[config.mk]
export PLATFORM = sky130hd
export DESIGN_NAME = exec_unit_md_flat
export DESIGN_NICKNAME = d
export VERILOG_FILES = /design/src/rtl/exec_unit_md_if.sv /design/src/rtl/exec_unit_md.sv /design/src/flat_wrapper.sv
export SDC_FILE = /design/constraint.sdc
export NUM_CORES = 2
export LEC_CHECK = 0
export ABC_AREA = 1
export ABC_CLOCK_PERIOD_IN_PS = 21900
export CAP_MARGIN = 10
export CORE_MARGIN = 3
export CORE_UTILIZATION = 60
export CTS_BUF_LIST = sky130_fd_sc_hd__clkbuf_8
export DETAILED_ROUTE_END_ITERATION = 12
export PLACE_DENSITY = 0.81
export SLEW_MARGIN = 20
export SYNTH_ARGS = -nofsm -noshare
export SYNTH_HDL_FRONTEND = slang
export SYNTH_SLANG_ARGS = --single-unit
[constraint.sdc]
create_clock -name iClk -period 21.9 [get_ports iClk]
set_input_delay 4.38 -clock iClk [delete_from_list [all_inputs] [get_ports iClk]]
set_output_delay 4.38 -clock iClk [all_outputs]
set_load 0.1 [all_outputs]
[src/rtl/exec_unit_md_if.sv]
// Issue/result bus between decode, the execute unit and writeback.
// The master side (decode/writeback) drives operations in; the slave side is the execute unit.
interface exec_unit_md_if #(
    parameter int unsigned XLEN = 32
) ();
    logic            iValid;
    logic            oReady;
    logic            iFlush;
    logic [2:0]      iFunct3;
    logic            iAlt;
    logic            iMulDiv;
    logic            iUseImm;
    logic [XLEN-1:0] iRs1;
    logic [XLEN-1:0] iRs2;
    logic [XLEN-1:0] iImm;
    logic [4:0]      iRdAddr;
    logic            oValid;
    logic [4:0]      oRdAddr;
    logic [XLEN-1:0] oData;
    logic            oIllegal;

    modport master (
        output iValid, iFlush, iFunct3, iAlt, iMulDiv, iUseImm, iRs1, iRs2, iImm, iRdAddr,
        input  oReady, oValid, oRdAddr, oData, oIllegal
    );

    modport slave (
        input  iValid, iFlush, iFunct3, iAlt, iMulDiv, iUseImm, iRs1, iRs2, iImm, iRdAddr,
        output oReady, oValid, oRdAddr, oData, oIllegal
    );
endinterface

[src/rtl/exec_unit_md.sv]
// Integer execute unit: single-cycle ALU, fixed-latency multiply, iterative restoring divide.
// Accepts one op when idle; results are strobed on oValid with no output backpressure.
module exec_unit_md #(
    parameter int unsigned XLEN        = 32,
    parameter int unsigned MUL_LATENCY = 3,
    parameter bit          ENABLE_M    = 1'b1
) (
    input logic           iClk,
    input logic           iRst,
    exec_unit_md_if.slave bus
);
    localparam int unsigned ShW  = $clog2(XLEN);
    localparam int unsigned CntW = $clog2(XLEN + 1);

    typedef enum logic [1:0] {StIdle, StMul, StDiv} state_e;

    state_e          state_q;
    logic [CntW-1:0] cnt_q;
    logic [1:0]      f3_q;
    logic [4:0]      rd_q;
    logic [XLEN:0]   mul_a_q, mul_b_q;
    logic [XLEN-1:0] div_q_q, div_r_q, div_b_q;
    logic            neg_quo_q, neg_rem_q, div_zero_q;
    logic            out_valid_q, out_ill_q;
    logic [XLEN-1:0] out_data_q;
    logic [4:0]      out_rd_q;

    logic            accept, is_m, is_div, illegal, alu_ill;
    logic [XLEN-1:0] op2, alu_res;
    logic [ShW-1:0]  shamt;

    assign bus.oReady   = (state_q == StIdle);
    assign bus.oValid   = out_valid_q;
    assign bus.oIllegal = out_ill_q;
    assign bus.oData    = out_data_q;
    assign bus.oRdAddr  = out_rd_q;

    assign accept = bus.iValid & (state_q == StIdle) & ~bus.iFlush;
    assign is_m   = bus.iMulDiv & ~bus.iUseImm;
    assign is_div = is_m & bus.iFunct3[2];

    always_comb begin
        op2     = bus.iUseImm ? bus.iImm : bus.iRs2;
        shamt   = op2[ShW-1:0];
        alu_res = '0;
        // funct7[5] only has meaning for ADD/SUB and the right shifts.
        alu_ill = bus.iAlt & ~bus.iUseImm;
        unique case (bus.iFunct3)
            3'b000: begin
                alu_res = (bus.iAlt & ~bus.iUseImm) ? bus.iRs1 - op2 : bus.iRs1 + op2;
                alu_ill = 1'b0;
            end
            3'b001: begin
                alu_res = bus.iRs1 << shamt;
                alu_ill = bus.iAlt;
            end
            3'b010: alu_res = {{(XLEN-1){1'b0}}, ($signed(bus.iRs1) < $signed(op2))};
            3'b011: alu_res = {{(XLEN-1){1'b0}}, (bus.iRs1 < op2)};
            3'b100: alu_res = bus.iRs1 ^ op2;
            3'b101: begin
                alu_res = bus.iAlt ? $unsigned($signed(bus.iRs1) >>> shamt) : bus.iRs1 >> shamt;
                alu_ill = 1'b0;
            end
            3'b110: alu_res = bus.iRs1 | op2;
            3'b111: alu_res = bus.iRs1 & op2;
        endcase
        illegal = is_m ? (~ENABLE_M | bus.iAlt) : alu_ill;
    end

    // Multiplier: XLEN+1-bit operands whose top bit encodes the signedness of each source.
    logic [XLEN:0]           ext_a, ext_b, src_a, src_b;
    logic [1:0]              mul_f3;
    logic signed [2*XLEN+1:0] prod;
    logic [XLEN-1:0]         mul_res;

    always_comb begin
        ext_a   = {(bus.iFunct3[1:0] != 2'b11) & bus.iRs1[XLEN-1], bus.iRs1};
        ext_b   = {~bus.iFunct3[1] & bus.iRs2[XLEN-1], bus.iRs2};
        src_a   = (state_q == StIdle) ? ext_a : mul_a_q;
        src_b   = (state_q == StIdle) ? ext_b : mul_b_q;
        mul_f3  = (state_q == StIdle) ? bus.iFunct3[1:0] : f3_q;
        prod    = $signed({{(XLEN+1){src_a[XLEN]}}, src_a}) *
                  $signed({{(XLEN+1){src_b[XLEN]}}, src_b});
        mul_res = (mul_f3 == 2'b00) ? prod[XLEN-1:0] : prod[2*XLEN-1:XLEN];
    end

    logic            sgn_a, sgn_b;
    logic [XLEN-1:0] mag_a, mag_b, quo, rem, div_res;
    logic [XLEN:0]   r_sh;
    logic [XLEN+1:0] diff;

    always_comb begin
        sgn_a   = ~bus.iFunct3[0] & bus.iRs1[XLEN-1];
        sgn_b   = ~bus.iFunct3[0] & bus.iRs2[XLEN-1];
        mag_a   = sgn_a ? -bus.iRs1 : bus.iRs1;
        mag_b   = sgn_b ? -bus.iRs2 : bus.iRs2;
        r_sh    = {div_r_q, div_q_q[XLEN-1]};
        diff    = {1'b0, r_sh} - {2'b00, div_b_q};
        // Magnitude divide by zero already leaves |rs1| as remainder; only the quotient is forced.
        quo     = div_zero_q ? '1 : (neg_quo_q ? -div_q_q : div_q_q);
        rem     = neg_rem_q ? -div_r_q : div_r_q;
        div_res = f3_q[1] ? rem : quo;
    end

    logic unused_bits;
    assign unused_bits = ^{prod[2*XLEN+1:2*XLEN], diff[XLEN]};

    always_ff @(posedge iClk or posedge iRst) begin
        if (iRst) begin
            state_q     <= StIdle;
            cnt_q       <= '0;
            f3_q        <= '0;
            rd_q        <= '0;
            mul_a_q     <= '0;
            mul_b_q     <= '0;
            div_q_q     <= '0;
            div_r_q     <= '0;
            div_b_q     <= '0;
            neg_quo_q   <= 1'b0;
            neg_rem_q   <= 1'b0;
            div_zero_q  <= 1'b0;
            out_valid_q <= 1'b0;
            out_ill_q   <= 1'b0;
            out_data_q  <= '0;
            out_rd_q    <= '0;
        end else if (bus.iFlush) begin
            state_q     <= StIdle;
            cnt_q       <= '0;
            out_valid_q <= 1'b0;
            out_ill_q   <= 1'b0;
        end else begin
            out_valid_q <= 1'b0;
            out_ill_q   <= 1'b0;
            unique case (state_q)
                StIdle: begin
                    if (accept) begin
                        f3_q <= bus.iFunct3[1:0];
                        rd_q <= bus.iRdAddr;
                        if (illegal) begin
                            out_valid_q <= 1'b1;
                            out_ill_q   <= 1'b1;
                            out_data_q  <= '0;
                            out_rd_q    <= bus.iRdAddr;
                        end else if (is_div) begin
                            state_q    <= StDiv;
                            cnt_q      <= CntW'(XLEN);
                            div_q_q    <= mag_a;
                            div_r_q    <= '0;
                            div_b_q    <= mag_b;
                            neg_quo_q  <= sgn_a ^ sgn_b;
                            neg_rem_q  <= sgn_a;
                            div_zero_q <= (bus.iRs2 == '0);
                        end else if (is_m && MUL_LATENCY > 1) begin
                            state_q <= StMul;
                            cnt_q   <= CntW'(MUL_LATENCY - 2);
                            mul_a_q <= ext_a;
                            mul_b_q <= ext_b;
                        end else begin
                            out_valid_q <= 1'b1;
                            out_data_q  <= is_m ? mul_res : alu_res;
                            out_rd_q    <= bus.iRdAddr;
                        end
                    end
                end
                StMul: begin
                    if (cnt_q == '0) begin
                        state_q     <= StIdle;
                        out_valid_q <= 1'b1;
                        out_data_q  <= mul_res;
                        out_rd_q    <= rd_q;
                    end else begin
                        cnt_q <= cnt_q - 1'b1;
                    end
                end
                StDiv: begin
                    if (cnt_q == '0) begin
                        state_q     <= StIdle;
                        out_valid_q <= 1'b1;
                        out_data_q  <= div_res;
                        out_rd_q    <= rd_q;
                    end else begin
                        cnt_q <= cnt_q - 1'b1;
                        if (!diff[XLEN+1]) begin
                            div_r_q <= diff[XLEN-1:0];
                            div_q_q <= {div_q_q[XLEN-2:0], 1'b1};
                        end else begin
                            div_r_q <= r_sh[XLEN-1:0];
                            div_q_q <= {div_q_q[XLEN-2:0], 1'b0};
                        end
                    end
                end
                default: state_q <= StIdle;
            endcase
        end
    end
endmodule

[src/flat_wrapper.sv]
// flat-port wrapper written by rule: the top's interface ports become plain ports
module exec_unit_md_flat 
#(
    parameter int unsigned XLEN        = 32,
    parameter int unsigned MUL_LATENCY = 3,
    parameter bit          ENABLE_M    = 1'b1
)
  (iClk, iRst, bus_iValid, bus_iFlush, bus_iFunct3, bus_iAlt, bus_iMulDiv, bus_iUseImm, bus_iRs1, bus_iRs2, bus_iImm, bus_iRdAddr, bus_oReady, bus_oValid, bus_oRdAddr, bus_oData, bus_oIllegal);
  exec_unit_md_if #(.XLEN(XLEN)) bus_i ();
  input logic iClk;
  input logic iRst;
  input wire logic [$bits(bus_i.iValid)-1:0] bus_iValid;
  input wire logic [$bits(bus_i.iFlush)-1:0] bus_iFlush;
  input wire logic [$bits(bus_i.iFunct3)-1:0] bus_iFunct3;
  input wire logic [$bits(bus_i.iAlt)-1:0] bus_iAlt;
  input wire logic [$bits(bus_i.iMulDiv)-1:0] bus_iMulDiv;
  input wire logic [$bits(bus_i.iUseImm)-1:0] bus_iUseImm;
  input wire logic [$bits(bus_i.iRs1)-1:0] bus_iRs1;
  input wire logic [$bits(bus_i.iRs2)-1:0] bus_iRs2;
  input wire logic [$bits(bus_i.iImm)-1:0] bus_iImm;
  input wire logic [$bits(bus_i.iRdAddr)-1:0] bus_iRdAddr;
  output wire logic [$bits(bus_i.oReady)-1:0] bus_oReady;
  output wire logic [$bits(bus_i.oValid)-1:0] bus_oValid;
  output wire logic [$bits(bus_i.oRdAddr)-1:0] bus_oRdAddr;
  output wire logic [$bits(bus_i.oData)-1:0] bus_oData;
  output wire logic [$bits(bus_i.oIllegal)-1:0] bus_oIllegal;
  assign bus_i.iValid = bus_iValid;
  assign bus_i.iFlush = bus_iFlush;
  assign bus_i.iFunct3 = bus_iFunct3;
  assign bus_i.iAlt = bus_iAlt;
  assign bus_i.iMulDiv = bus_iMulDiv;
  assign bus_i.iUseImm = bus_iUseImm;
  assign bus_i.iRs1 = bus_iRs1;
  assign bus_i.iRs2 = bus_iRs2;
  assign bus_i.iImm = bus_iImm;
  assign bus_i.iRdAddr = bus_iRdAddr;
  assign bus_oReady = bus_i.oReady;
  assign bus_oValid = bus_i.oValid;
  assign bus_oRdAddr = bus_i.oRdAddr;
  assign bus_oData = bus_i.oData;
  assign bus_oIllegal = bus_i.oIllegal;
  exec_unit_md #(.XLEN(XLEN), .MUL_LATENCY(MUL_LATENCY), .ENABLE_M(ENABLE_M)) u_core (.iClk(iClk), .iRst(iRst), .bus(bus_i));
endmodule
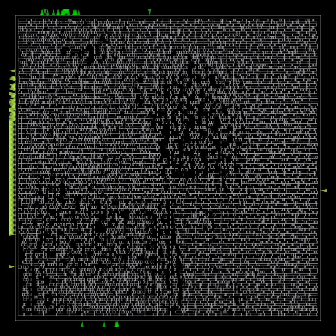
placement.png
# Taps: 1391
core footprint: 106000 µm²

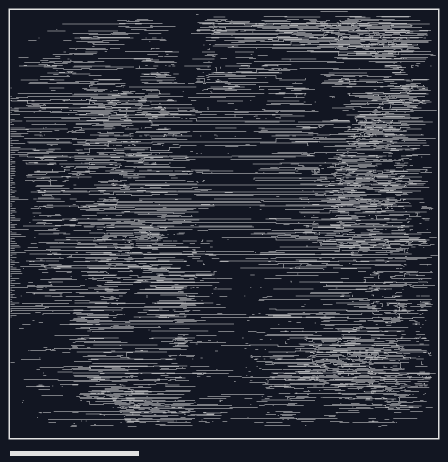
layer_met3.png
The bar under the picture is 100 µm long.
The longest straight run is 197 µm. The layer carries 43.6 mm of wire. The layer holds 15% of the routed length. 1363 nets have wire on it. The wires run mostly horizontal.

==> notes.md <==
flow finished, numbers: outcome finished clean, syn_area_per_cell about 7.0 µm², area share, top type 35.2%, # rows 119, DIE WIDTH between 300 and 400 µm, initial antenna violation count 16, Setup TNS Final 0 ns, HP Start u_core.div_b_q[16], clock sink total roughly 220, fin cells 10525, via count 65732, most used cell, CP nand2_1, WP data arrival between 15 and 20 ns, CTS resizes 0, chip area about 110000 µm², Hold/Removal Path Class reg2reg, max incr delay on CP ~0.97 ns, dominant cell type by area after synthesis fa_1, CP Capture Type flop, share of layout cells above drive strength 1 3.73%, worst-case clock buffer depth 3, Dominant flop cell dfrtp_1, Filler Cell Count just over 9000, Post-Synthesis Cell Area 64100 µm², Routability Congestion 1.12, Buffers on Ports 150, nets 10681, max-slew violations 0, RR Startpoint u_core.state_q[0], Max Cap Violations 0, top flop regs u_core.mul_a_q x33, u_core.mul_b_q x33, Hold Slack 0.485 ns
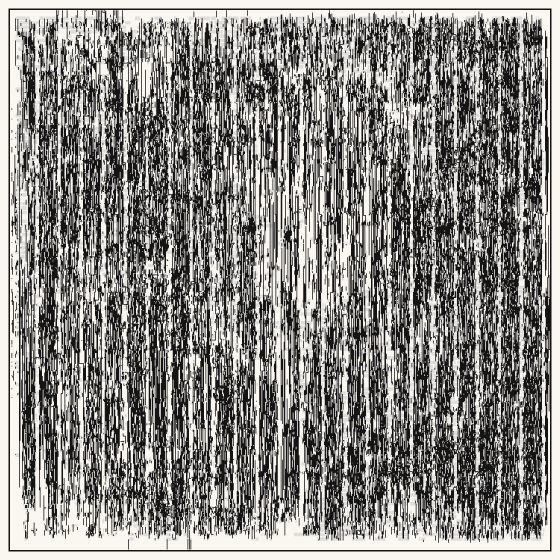
layer_met2.png
The wires run mostly vertical. The longest straight run is 224 µm. The layer carries 117 mm of wire. 8820 nets have wire on it.

==> layout make-up <==
type	instances	area (µm²)	area share, %
diodes	14	35.0	0.0515
clock buffers	51	702	1.03
clock inverters	20	143	0.210
inverters	1893	7120	10.5
multi-input cells	6632	50200	73.7
flip-flops and latches	219	5480	8.05
well taps	1391	1740	2.56
repair buffers	305	2660	3.91
==> per-layer routing <==
layer / vias to the layer above / wire [µm]
li1: 27640 / -
met2: 5354 / 117000
met1: 30982 / 93000
met3: 1744 / 43600
met4: 12 / 33300
met5: - / 158
==> synth_stat cells, types with 16 or more instances <==
| library cell | count |
|---|---|
| nand2_1 | 2110 |
| inv_1 | 1858 |
| fa_1 | 1128 |
| nor2_1 | 1067 |
| o21ai_0 | 600 |
| nand3_1 | 411 |
| ha_1 | 352 |
| a21oi_1 | 328 |
| clkbuf_1 | 286 |
| dfrtp_1 | 219 |
| o21ai_1 | 92 |
| nor3_1 | 62 |
| nand4_1 | 56 |
| o211ai_1 | 51 |
| buf_2 | 50 |
| xor2_1 | 50 |
| or2_2 | 41 |
| o221ai_1 | 27 |
| clkinv_1 | 24 |
| a31oi_1 | 22 |
| o21bai_1 | 22 |
| o22ai_1 | 21 |
| a21boi_0 | 19 |
| nor4_1 | 18 |
| buf_1 | 17 |
| xnor2_1 | 17 |
| nand3b_1 | 16 |
==> tightest hold or removal path, delay by kind of cell, from the launching register on <==
kind / cells / cell delay (ns)
flip-flops: 1 / 0.34
AND-OR/OR-AND: 1 / 0.06
AND/OR/NAND/NOR: 1 / 0.05
==> per-stage QoR <==
step / instance area [µm²] / setup WS, ns
2_1_floorplan: 64100 / 9.82
3_3_place_gp: 67200 / 6.93
3_5_place_dp: 67200 / 6.77
4_1_cts: 68100 / 7.36
5_1_grt: 68100 / 6.62
6_report: 68100 / 7.01
==> how the worst max path moves through the flow <==
| stage | startpoint | end | slack (ns) | cells after the start |
|---|---|---|---|---|
| 6_report | bus_iRs1[31] | u_core.bus.oData[28] | 7.01 | 33 |
| 5_1_grt | bus_iRs1[31] | u_core.bus.oData[28] | 6.62 | 34 |
| 4_1_cts | bus_iRs1[31] | u_core.bus.oData[28] | 7.36 | 33 |
| 3_5_place_dp | bus_iRs1[31] | u_core.bus.oData[23] | 6.77 | 33 |
| 3_3_place_gp | bus_iRs1[31] | u_core.bus.oData[31] | 6.93 | 35 |
| 2_1_floorplan | bus_iFunct3[0] | u_core.bus.oData[30] | 9.82 | 37 |
==> kinds of logic (layout without fill, tap and decap cells) <==
| logic type | count (synthesis) | count (layout) | synth area share (%) |
|---|---|---|---|
| AND/OR/NAND/NOR | 3815 | 3815 | 24.0 |
| buffers and inverters | 2267 | 2269 | 13.5 |
| adder cells (fa/ha/maj) | 1480 | 1480 | 42.1 |
| AND-OR/OR-AND | 1259 | 1259 | 10.8 |
| flip-flops | 219 | 219 | 8.55 |
| XOR/XNOR | 67 | 67 | 0.915 |
| multiplexers | 11 | 11 | 0.181 |
| other | 0 | 14 | 0 |
